**Run 1: cells coloured by class**

The bar under the picture is 50 um long. Fill, decap, tap and diode cells in grey.
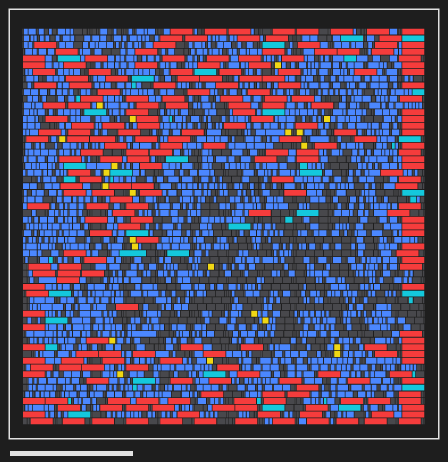
**Run 1: track usage over the die**

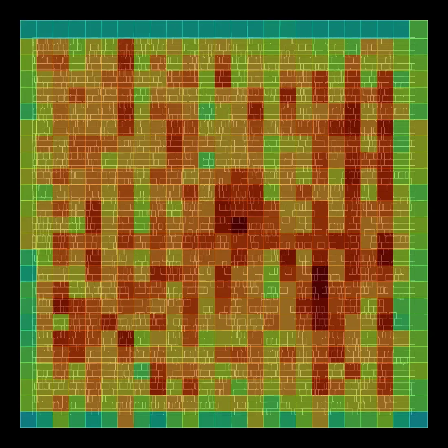
**Run 1: M1 wires**

Supply wires on this layer in grey.
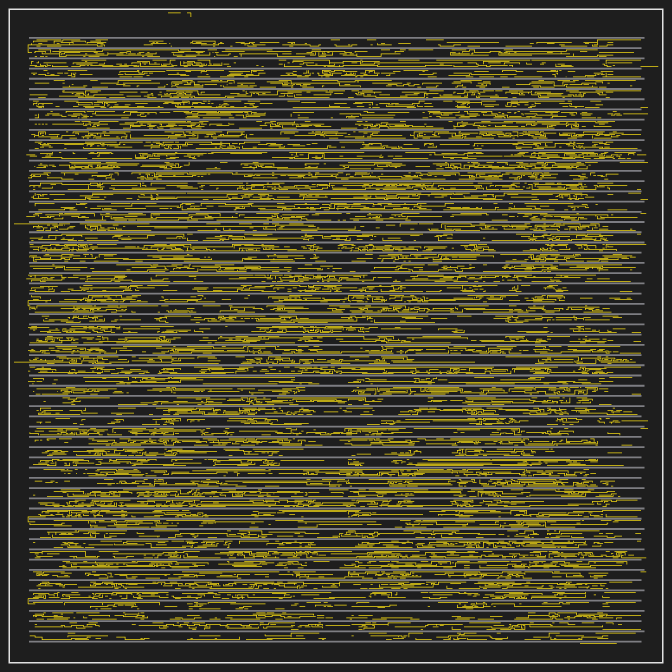
$ cat src/rtl/shift_add_multiplier_if.sv
// Operand/result handshake bundle for shift_add_multiplier.
// master = operand producer / result consumer, slave = multiplier.
interface shift_add_multiplier_if #(
    parameter int WIDTH = 32
);
    localparam int CW = $clog2(WIDTH + 1);

    logic                 valid_data;
    logic [WIDTH-1:0]     a;
    logic [WIDTH-1:0]     b;
    logic                 is_signed;
    logic                 ack;
    logic                 busy;
    logic                 done;
    logic [2*WIDTH-1:0]   product;
    logic [CW-1:0]        cycles;

    modport master (
        output valid_data, a, b, is_signed, ack,
        input  busy, done, product, cycles
    );

    modport slave (
        input  valid_data, a, b, is_signed, ack,
        output busy, done, product, cycles
    );
endinterface

$ cat src/rtl/shift_add_multiplier.sv
// Sequential shift-and-add multiplier, WIDTH x WIDTH -> 2*WIDTH.
// Signed operands are multiplied as magnitudes and the sign is applied
// once on the way into the product register.
module shift_add_multiplier #(
    parameter int WIDTH      = 32,
    parameter int EARLY_TERM = 1
) (
    input  logic                 clk,
    input  logic                 rst_n,
    shift_add_multiplier_if.slave io
);
    localparam int CW = $clog2(WIDTH + 1);

    typedef enum logic [1:0] {
        IDLE = 2'b00,
        CALC = 2'b01,
        DONE = 2'b10
    } state_t;

    state_t             state;
    logic [2*WIDTH-1:0] mc;
    logic [WIDTH-1:0]   mp;
    logic [2*WIDTH-1:0] p;
    logic [CW-1:0]      cnt;
    logic               neg;
    logic               busy;
    logic               done;
    logic [2*WIDTH-1:0] product;
    logic [CW-1:0]      cycles;

    logic [2*WIDTH-1:0] p_add;
    logic [WIDTH-1:0]   mp_sh;
    logic [CW-1:0]      cnt_nx;
    logic               last;
    logic [WIDTH-1:0]   a_abs;
    logic [WIDTH-1:0]   b_abs;

    // One iteration's worth of datapath, plus operand magnitudes for capture.
    // |-2^(W-1)| wraps to 2^(W-1), which is the correct unsigned magnitude.
    always_comb begin
        p_add  = mp[0] ? (p + mc) : p;
        mp_sh  = mp >> 1;
        cnt_nx = cnt + 1'b1;
        last   = (cnt_nx == CW'(WIDTH)) || ((EARLY_TERM != 0) && (mp_sh == '0));
        a_abs  = (io.is_signed && io.a[WIDTH-1]) ? -io.a : io.a;
        b_abs  = (io.is_signed && io.b[WIDTH-1]) ? -io.b : io.b;
    end

    // Control FSM and datapath registers; all outputs registered.
    always_ff @(posedge clk or negedge rst_n) begin
        if (!rst_n) begin
            state   <= IDLE;
            mc      <= '0;
            mp      <= '0;
            p       <= '0;
            cnt     <= '0;
            neg     <= 1'b0;
            busy    <= 1'b0;
            done    <= 1'b0;
            product <= '0;
            cycles  <= '0;
        end else begin
            case (state)
                IDLE: begin
                    if (io.valid_data) begin
                        mc    <= {{WIDTH{1'b0}}, a_abs};
                        mp    <= b_abs;
                        neg   <= io.is_signed & (io.a[WIDTH-1] ^ io.b[WIDTH-1]);
                        p     <= '0;
                        cnt   <= '0;
                        busy  <= 1'b1;
                        state <= CALC;
                    end
                end
                CALC: begin
                    p   <= p_add;
                    mc  <= mc << 1;
                    mp  <= mp_sh;
                    cnt <= cnt_nx;
                    if (last) begin
                        product <= neg ? -p_add : p_add;
                        cycles  <= cnt_nx;
                        done    <= 1'b1;
                        state   <= DONE;
                    end
                end
                DONE: begin
                    // valid_data is deliberately ignored here, even alongside ack.
                    if (io.ack) begin
                        done  <= 1'b0;
                        busy  <= 1'b0;
                        state <= IDLE;
                    end
                end
                default: begin
                    done  <= 1'b0;
                    busy  <= 1'b0;
                    state <= IDLE;
                end
            endcase
        end
    end

    assign io.busy    = busy;
    assign io.done    = done;
    assign io.product = product;
    assign io.cycles  = cycles;

endmodule
$ cat src/flat_wrapper.sv
// flat-port wrapper written by rule: the top's interface ports become plain ports
module shift_add_multiplier_flat 
#(
    parameter int WIDTH      = 32,
    parameter int EARLY_TERM = 1
)
  (clk, rst_n, io_valid_data, io_a, io_b, io_is_signed, io_ack, io_busy, io_done, io_product, io_cycles);
  shift_add_multiplier_if #(.WIDTH(WIDTH)) io_i ();
  input  logic clk;
  input  logic rst_n;
  input wire logic [$bits(io_i.valid_data)-1:0] io_valid_data;
  input wire logic [$bits(io_i.a)-1:0] io_a;
  input wire logic [$bits(io_i.b)-1:0] io_b;
  input wire logic [$bits(io_i.is_signed)-1:0] io_is_signed;
  input wire logic [$bits(io_i.ack)-1:0] io_ack;
  output wire logic [$bits(io_i.busy)-1:0] io_busy;
  output wire logic [$bits(io_i.done)-1:0] io_done;
  output wire logic [$bits(io_i.product)-1:0] io_product;
  output wire logic [$bits(io_i.cycles)-1:0] io_cycles;
  assign io_i.valid_data = io_valid_data;
  assign io_i.a = io_a;
  assign io_i.b = io_b;
  assign io_i.is_signed = io_is_signed;
  assign io_i.ack = io_ack;
  assign io_busy = io_i.busy;
  assign io_done = io_i.done;
  assign io_product = io_i.product;
  assign io_cycles = io_i.cycles;
  shift_add_multiplier #(.WIDTH(WIDTH), .EARLY_TERM(EARLY_TERM)) u_core (.clk(clk), .rst_n(rst_n), .io(io_i));
endmodule
$ cat config.mk
export PLATFORM = sky130hd
export DESIGN_NAME = shift_add_multiplier_flat
export DESIGN_NICKNAME = d
export VERILOG_FILES = /design/src/rtl/shift_add_multiplier_if.sv /design/src/rtl/shift_add_multiplier.sv /design/src/flat_wrapper.sv
export SDC_FILE = /design/constraint.sdc
export NUM_CORES = 1
export LEC_CHECK = 0
export CAP_MARGIN = 20
export CORE_MARGIN = 5
export CORE_UTILIZATION = 65
export DETAILED_ROUTE_END_ITERATION = 12
export DONT_BUFFER_PORTS = 1
export PLACE_DENSITY = 0.81
export REMOVE_ABC_BUFFERS = 1
export SYNTH_ARGS = -nofsm -noshare
export SYNTH_HDL_FRONTEND = slang
export SYNTH_SLANG_ARGS = --single-unit
$ cat constraint.sdc
create_clock -name clk -period 5.55 [get_ports clk]
set_input_delay 1.11 -clock clk [delete_from_list [all_inputs] [get_ports clk]]
set_output_delay 1.11 -clock clk [all_outputs]
set_load 0.03 [all_outputs]
==> results.py, run 1 <==
# Physical implementation metrics
metrics = {
    "route": {
        "wl_met3_um": 3630,
        "m1WireLength_um": 21300,
        "drt_iter0_drc": 1643,
        "wl_per_cell_um": 22.2,
        "wl_met2_um": 24600,
        "vias_per_cell": 6.85,
        "drcViolationCount": 0,
        "firstDrtPassIters": 6,
        "ant_nets": 0,
        "topRoutingLayerUsed": "met4",
    },
    "timing": {
        "final_hold_viol_count": 0,
        "skew_ps": 19.9,
        "fin_crit_ps": 5170,
        "tightest_slew_ps": 1030,
        "slew_violations": 0,
        "setup_viol": 0,
        "slew_headroom": 0.311,
        "layout_worst_path_cycle_share": 0.931,
        "timing.fmax_ghz": 0.193,
        "rsz0062_at_grt": "no",
    },
    "clocking": {
        "cts_root_buf": "clkbuf_16",
        "cts_buffer_depth": 3,
        "htreeDepth": 1,
        "postCtsHoldBufs": 0,
        "postCtsSetupBuffers": 0,
        "cts.sink_count": 241,
        "post_cts_resized": 0,
        "clk_latency_ps": 550,
        "path_clk_slew_ps": 60,
        "numCtsBuffers": 27,
        "cts_tree": "done",
    },
    "worst_setup_path": {
        "cp.arrival_ps": 5650,
        "start_kind": "flop",
        "startpoint": "u_core.p[0]",
        "slowest_delay_ps": 620,
        "timing.rr.start": "u_core.p[0]",
        "ff2ff_path_depth": 15,
        "cp.required_ps": 6030,
        "cp.depth": 15,
        "path_cells": "ha_1 -> inv_1 -> fa_1 -> nand2b_1 -> a211o_1 -> a2111oi_4 -> o2111ai_1 -> and3b_1 -> o211ai_2 -> o211ai_1 -> nor4b_2 -> nand2_1 -> or4_4 -> or4_1 -> nand3_1",
        "worstPathMaxFanout": 7,
        "path_class": "flop to flop",
        "r2r_slack_ps": 380,
        "crit_family": "simple AND/OR/NAND/NOR gates",
        "critical_path_buf_inv_count": 1,
        "cpMaxStageDelayCell": "or4_4",
        "cp-endpoint": "u_core.io.product[63]",
        "worstSetupEndpointType": "flop",
        "reg2reg_to": "u_core.io.product[63]",
    },
    "global_routing": {
        "grt_pass1_vias": 15938,
        "antenna_found_initial": 0,
        "grt_overflow": 0,
        "grt_max_degree": 242,
        "busiest_layer": "met2",
        "grt_pass1_wl_um": 84900,
    },
    "logic_synthesis": {
        "xor_share": 0.0783,
        "yosysChipArea_sq_um": 17300,
        "synthSimpleGateAreaFrac": 0.184,
        "synth.avg_cell_area_sq_um": 8.31,
        "synthArstFlopShare": 1.00,
        "enable_flop_cells": 0,
        "ys_ff": 241,
        "compound_area_frac": 0.284,
        "logic_family": "AND-OR/OR-AND gates",
        "netlist_area_sq_um": 17300,
        "yosys_warnings": 0,
        "synth.area.top_cells": "dfrtp_1 35%, o21ai_0 7.7%, nand2_1 6.3%",
        "ys_sh_mux": 0.0229,
        "ys.flop_type": "dfrtp_1",
        "adder_share": 0.0495,
        "yosysMostFrequentCell": "nand2_1",
        "top_area_frac": 0.348,
        "yosysCellCount": 2086,
        "synthDistinctLibCells": 92,
        "synth_cells": 2086,
        "synth.yosys.seq_area_share": 0.348,
        "largest_area_cell": "dfrtp_1",
        "ys_top_cells_by_count": "290 x nand2_1, 266 x o21ai_0, 241 x dfrtp_1",
    },
    "place": {
        "io_buffers": 0,
        "placed_cells": 2329,
        "dpl.hpwl_um": 39000,
        "placed_cell_area_sq_um": 17500,
        "gp_congestion": 1.04,
    },
    "finish": {
        "layout-drive-gt1-share": 0.0563,
        "nets": 2160,
        "lay_top_count": "nand2_1",
        "mi_logic_area_sq_um": 10800,
        "syn_to_final_growth_pct": 5.85,
        "seqCellArea_sq_um": 6030,
        "fillers": 2102,
        "fin_util": 0.702,
        "fin_cells": 2376,
        "layout_top_cells": "289 x nand2_1, 266 x o21ai_0, 240 x dfrtp_1, 136 x a21oi_1, 125 x nor2_1",
        "n_antenna_cell": 0,
    },
    "power": {
        "power.internal_mw": 6.01,
        "p_comb_mw": 6.92,
        "ir_drop_mv": 0.385,
        "pwr-share-comb": 0.568,
        "power_mw": 12.2,
        "p_seq_mw": 3.55,
        "swShare": 0.507,
        "seq_power_share": 0.291,
        "p_leak_nw": 7.62,
        "clkPwrFrac": 0.141,
        "powerDensity_nw_per_um2": 664,
        "p_sw_mw": 6.17,
        "maxPowerGroup": "combinational cells",
        "clk-power_mw": 1.72,
    },
    "floorplan": {
        "fp_util": 0.663,
        "dieHeight_um": 173,
        "fp.dieW_um": 173,
        "ioPinCount": 141,
        "die-area_sq_um": 30000,
    },
    "min_path": {
        "min_path_type": "primary input to async pin",
    },
    "job": {
        "maxCapViolCount": 0,
        "log.warning_count": 27,
    },
    "run_status": {
        "status": "complete, no violations",
    },
}
-- 'cells coloured by class' (at the start) --
Cyan shows clock drivers and dummy loads, cells 47, share of their area 4.7%. Blue shows combinational and other logic, cells 1731, share of their area 61%. Yellow shows remaining buffers and delay cells, cells 22, share of their area 0.92%. Red shows sequential cells, cells 241, share of their area 34%.
Core ar.: 26100 sq um
Rows: 59
Final Instance Area: 18400 sq um

-- 'track usage over the die' (at the start) --
M2 GR Usage: 0.558
GRT met3 Usage: 0.0604
Global Route Usage Sum: 0.342

-- 'M1 wires' (at the start) --
The longest straight run is 62.1 um. The layer holds 40% of the routed length.
Routed WL: 52900 um
GR Util met1: 0.434
via count: 16272

run 1: registers in the layout (all words and copies together), names as in the netlist, 2 cells and up:
register           count
u_core.io.product     64
u_core.mc             64
u_core.p              64
u_core.mp             32
u_core.cnt             6
u_core.io.cycles       6
u_core.state           2
run 1: area by class of cell:
class,count,area share
multi-input cells,1694,0.586
flip-flops and latches,241,0.329
clock buffers,37,0.0410
well taps,335,0.0228
repair buffers,22,0.00900
inverters,37,0.00757
clock inverters,10,0.00464
run 1: through the flow:
stage,hold slack [ps],worst slack [ps],TNS (ps)
after detailed placement,498,516,0
after floorplan,469,-2500,-337700
after global placement,484,653,0
after global routing,234,50.5,0
after CTS,244,459,0
final,267,380,0
**Run 1: the metal 4 layer**

The bar under the picture is 50 um long. Supply wires on this layer in grey. Cells faint in the background.
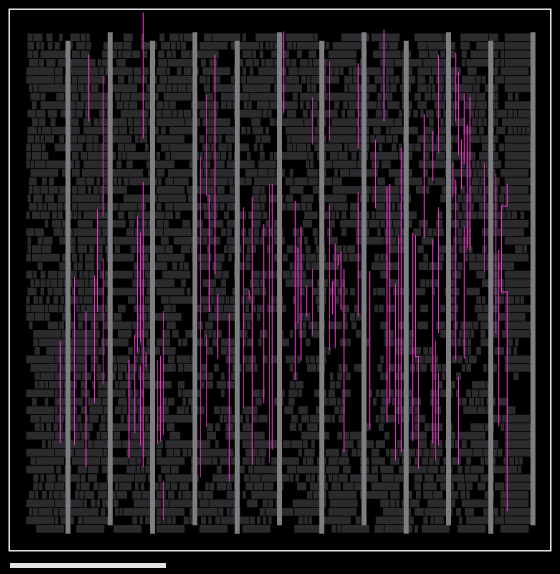

--- run 2 (diff from run 1) ---
Settings changed: CORE_UTILIZATION 65 to 59, PLACE_DENSITY 0.81 to 0.78.
Clock period 5.55 ns to 4.65 ns, I/O delays scaled along.
**Run 2: the metal 4 layer**

The bar under the picture is 50 um long. Supply wires on this layer in grey. Cells faint in the background.
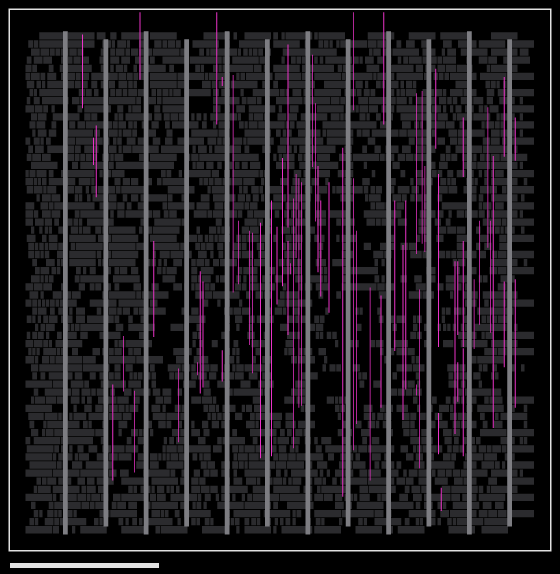
The wires run mostly vertical. The longest straight run is 117 um. The layer holds 4.9% of the routed length. The layer carries 2750 um of wire. 57 nets have wire on it.
via count: 16726
Routed WL: 56700 um

==> run 2 against run 1 <==
Final area rose by 5.3%; clock-buffer cell count rose by 1; sequential power rose by 19%; wire length rose by 7.3%; combinational power rose by 33%; synthesized cell count did not move; clock power rose by 28%; non-clock buffer count rose by 95; global-route usage fell by 0.92 points; setup slack got worse by 230 ps; total power rose by 29%; hold slack got worse by 190 ps.
==> results.py, run 2 <==
# Physical implementation metrics
metrics = {
    "power": {
        "powerDensity_nw_per_um2": 810,
        "ir_drop_mv": 0.514,
    },
    "worst_setup_path": {
        "cp.required_ps": 5140,
        "critical_path_buf_inv_count": 2,
        "crit_family": "simple AND/OR/NAND/NOR gates",
        "cp.depth": 16,
        "cpMaxStageDelayCell": "or4_4",
        "worstSetupEndpointType": "flop",
        "start_kind": "flop",
        "timing.rr.start": "u_core.p[0]",
    },
    "logic_synthesis": {
        "synthArstFlopShare": 1.00,
        "logic_family": "AND-OR/OR-AND gates",
        "synthSimpleGateAreaFrac": 0.184,
        "synth.area.top_cells": "dfrtp_1 35%, o21ai_0 7.7%, nand2_1 6.3%",
        "synth.yosys.seq_area_share": 0.348,
        "synth_cells": 2086,
        "synth.avg_cell_area_sq_um": 8.31,
        "yosysMostFrequentCell": "nand2_1",
        "synthDistinctLibCells": 92,
        "ys_top_cells_by_count": "290 x nand2_1, 266 x o21ai_0, 241 x dfrtp_1",
        "largest_area_cell": "dfrtp_1",
        "top_area_frac": 0.348,
        "yosysCellCount": 2086,
    },
    "finish": {
        "fin_cells": 2520,
        "n_all_inverters": 37,
        "dominant_cells": "combinational gates",
        "layout-drive-gt1-share": 0.109,
        "comb_area_share": 0.564,
        "fillers": 2425,
        "layout_top_cells": "289 x nand2_1, 264 x o21ai_0, 240 x dfrtp_1, 134 x a21oi_1, 125 x nor2_1",
        "lay_top_count": "nand2_1",
        "n_antenna_cell": 0,
        "largest_registers": "u_core.io.product: 64 flops, u_core.mc: 64 flops, u_core.p: 64 flops",
    },
    "min_path": {
        "min_path_type": "primary input to async pin",
    },
    "timing": {
        "fin_crit_ps": 4500,
        "tightest_slew_ps": 931,
        "fin_hold_ws_ps": 78.6,
        "setup_viol": 0,
        "skew_ps": 12.7,
        "final_hold_viol_count": 0,
        "slew_violations": 0,
    },
    "run_status": {
        "status": "complete, no violations",
    },
    "clocking": {
        "cts_tree": "done",
        "cts_root_buf": "clkbuf_16",
        "numCtsBuffers": 26,
        "clk_latency_ps": 550,
    },
    "route": {
        "drcViolationCount": 0,
        "wl_per_cell_um": 22.5,
        "m1WireLength_um": 22900,
        "firstDrtPassIters": 6,
        "ant_nets": 0,
    },
    "floorplan": {
        "dieHeight_um": 181,
        "rows": 62,
        "ioPinCount": 141,
    },
    "global_routing": {
        "grtUsageMet3": 0.0492,
        "grt_util_met2": 0.577,
        "grt_util_met1": 0.419,
        "grt_max_degree": 242,
    },
    "place": {
        "gp_congestion": 1.03,
        "placed_cell_area_sq_um": 18200,
        "post-place-ws_ps": 22.2,
    },
}
**Run 2: local utilization**

The die is cut into 18 by 18 equal tiles; white is low, dark blue is high, 0 to 100% covered.
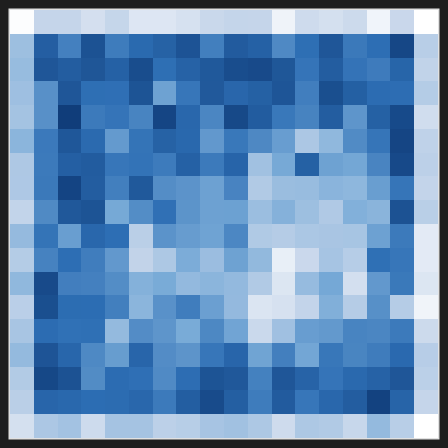
0.90% of the tiles are nearly empty. The mean over all tiles is 57%. The fullest tile reaches 95%. 29% of the tiles are over 75% full.
floorplan utilization: 0.601
final core utilization: 0.670
Core ar.: 28900 sq um

run 2: cell counts after synthesis:
Identical to the previous run, type by type.
run 2: where the power goes:
group          total [mW]  leakage [nW]  internal [mW]  switching [mW]
clock                2.21         0.436           1.33           0.884
combinational        9.21          4.57           3.61            5.59
sequential           4.24          3.13           2.94            1.30
run 2: cells by family (layout without fill, tap and decap cells):
logic type	count (synthesis)	count (layout)
AOI/OAI and AO/OA	763	763
buffers and inverters	151	201
and+or+nand+nor	669	669
xor gates and xnor gates	155	155
muxes	39	39
adders and majority gates	68	68
DFF	241	241
run 2: through the flow:
stage                     power, mW  setup TNS (ps)
final                          15.7               0
after global routing           16.6           -8.17
after CTS                      15.4               0
after detailed placement       13.1               0
after global placement         12.9               0
after floorplan                10.1         -513920
Power is estimated from default activity; no workload was simulated.
